Design code_ram_loader, sky130hd; sources not shown.
**Placed cells, one color a class**

Bar = 200 um. Fill, decap, tap and diode cells in gray.
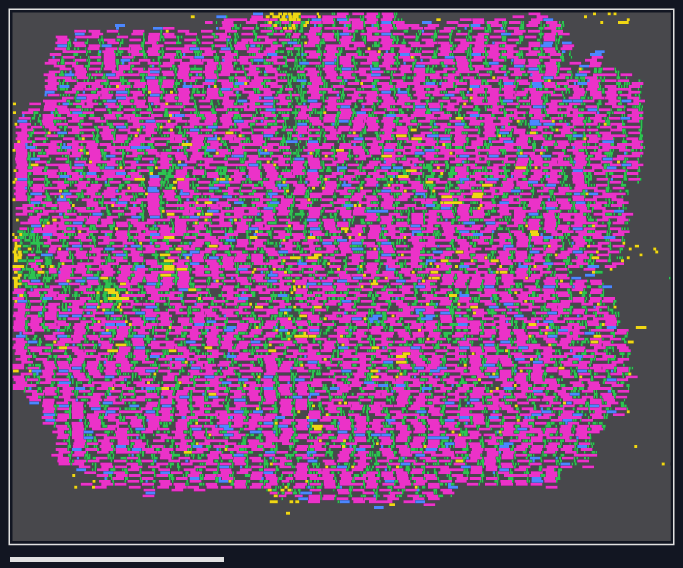
[remaining buffers and delay cells] yellow | cells: 454 | share of their area: 2.7%
[sequential cells] magenta | cells: 4149 | share of their area: 69%
[combinational and other logic] green | cells: 8615 | share of their area: 22%
[clock drivers and dummy loads] blue | cells: 710 | share of their area: 6.8%
number of core rows: 182
post-route design area: 185000 um2
sequential cell area share: 67.1%
final core utilization: 60.6%
CORE AREA: 305000 um2

**Placed standard cells**

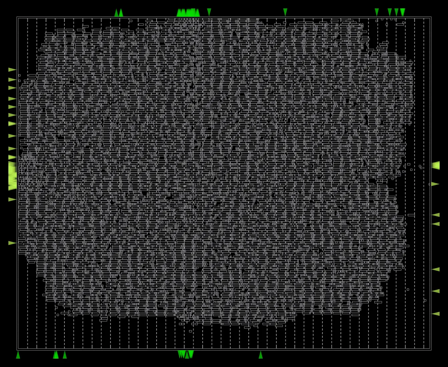
number of standard cells in the final layout excluding fillers: 17985
count of filler cells inserted in the layout: 22914
FF+latch count: 4149
count of inserted tapcells: 4048

**Signal wires on met2**

Bar = 200 um.
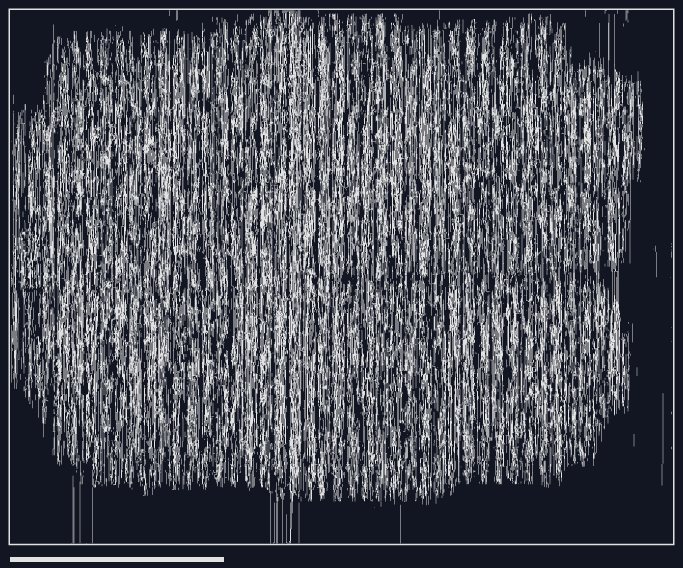
nets with wire on the layer: 9329
wire length on this layer: 203 mm
longest straight run: 194 um
share of all routed wire: 43%
main direction: vertical
count of vias placed by the detailed router: 110445
wire length after detailed routing: 474000 um
fraction of met2 tracks used by global routing: 43.1%

==> summary.txt <==
Results of the implementation run.

The final timing report derives a shortest allowable period of 4.79 ns. The clock root buffer is sky130_fd_sc_hd__clkbuf_16. The top cell class by occupied area is sequential cells.

The number of nets handed over by synthesis was 13761. For this run, the register share of the synthesized area comes to 74.4%. In this run, CTS created clock tree buffers numbering 393. The flow ran to the end, and the final reports show no timing, DRC or antenna violations.

The most frequent cell on the critical path is sky130_fd_sc_hd__buf_4. The cell sequence reported for the critical path is inv_1 -> ha_1 -> inv_1 -> nor3_2 -> buf_4 -> nand2_2 -> buf_4 -> nor2_4 -> buf_4. The critical setup path kind is flop to flop.

The largest single stage delay on the critical path is 0.77 ns. The hold violation total from the final report is 0. The worst-case vdd ir drop came out at 0.000295 V. The non-clock inverters instantiated in the layout total 71.

The total of plain and repair buffers excluding clock buffers is 454. The final antenna diode tally reported by the flow is 9. The synthesized netlist devotes 22.2% of its cell area to simple gates. Sequential cells burn 52.9% of the power. Summed over all sequential cells, the power is 30.8 mW. The routed length per instance came out at 26.4 um. The family of cells with the greatest summed delay on the critical path is buffers and inverters. The share of the synthesized area in the top cell type came out at 73.7%. The cell count of the worst hold path came out at 2. The power report attributes to the clock group a share of 39.7%. The count of input and output buffers is 101.

The cell type contributing the most total cell area after synthesis is sky130_fd_sc_hd__edfxtp_1. The layer with the highest usage is met1. The final timing report gives a worst setup slack of 1.46 ns. The number of standard cells after synthesis came out at 13694.

The half-perimeter wire length after detailed placement came out at 263000 um. The post-synthesis share of cell area spent on and-or and or-and gates is 0.176%. The critical path runs through a total of 9 cells. The number of detailed-route iterations in the first pass came out at 6. Setup repair after global routing left no endpoint under its margin. STA lists the maximum fanout along the critical path as 22.

The OpenROAD report gives the critical path a data arrival time of 5.36 ns. The wire length on met3 is 68400 um. The floorplan utilization came out at 54.7%. The logic depth of the worst register-to-register path came out at 9.

Using the TritonRoute via totals, the vias-per-cell ratio works out to 6.14. The multi-input logic cell count is 8544. In the global route stage, overall resource usage came out at 30.1%. The routability congestion estimate came out at 0.987.

The static leakage is 64.0 nW. The synthesis stat section lists a flop and latch total of 4149. The worst setup path is launched from a flop. The summed standard-cell area reported by yosys is 167000 um2.

The share of async-settable or async-resettable flops after synthesis came out at 0%. The power of the combinational group is 4.34 mW. The DRC violation count after routing is 0. The net count of the finished layout is 13680. The pin count of the biggest net entering global routing came out at 195. The setup violation total in the final timing report is 0. The buffers inserted during post-CTS setup optimization is 0.

The average cell area after synthesis came out at 12.2 um2. The die covers 311000 um2. The highest layer touched by signal routing is met5. The clock tree skew after final layout is 0.0404 ns. As reported, the later end of the worst-skew pair has a clock insertion delay of 0.93 ns. The internal power came out at 44.6 mW. The via count of the first global-routing pass came out at 102070. The post-CTS hold buffer count recorded in the log is 0. The overall power of the completed layout is 58.2 mW. The sink count of the clock tree came out at 4149. The count of synthesis-stage warnings from yosys is 0. The area added between synthesis and finish came out at 10.9%.
Power is estimated from default activity; no workload was simulated.
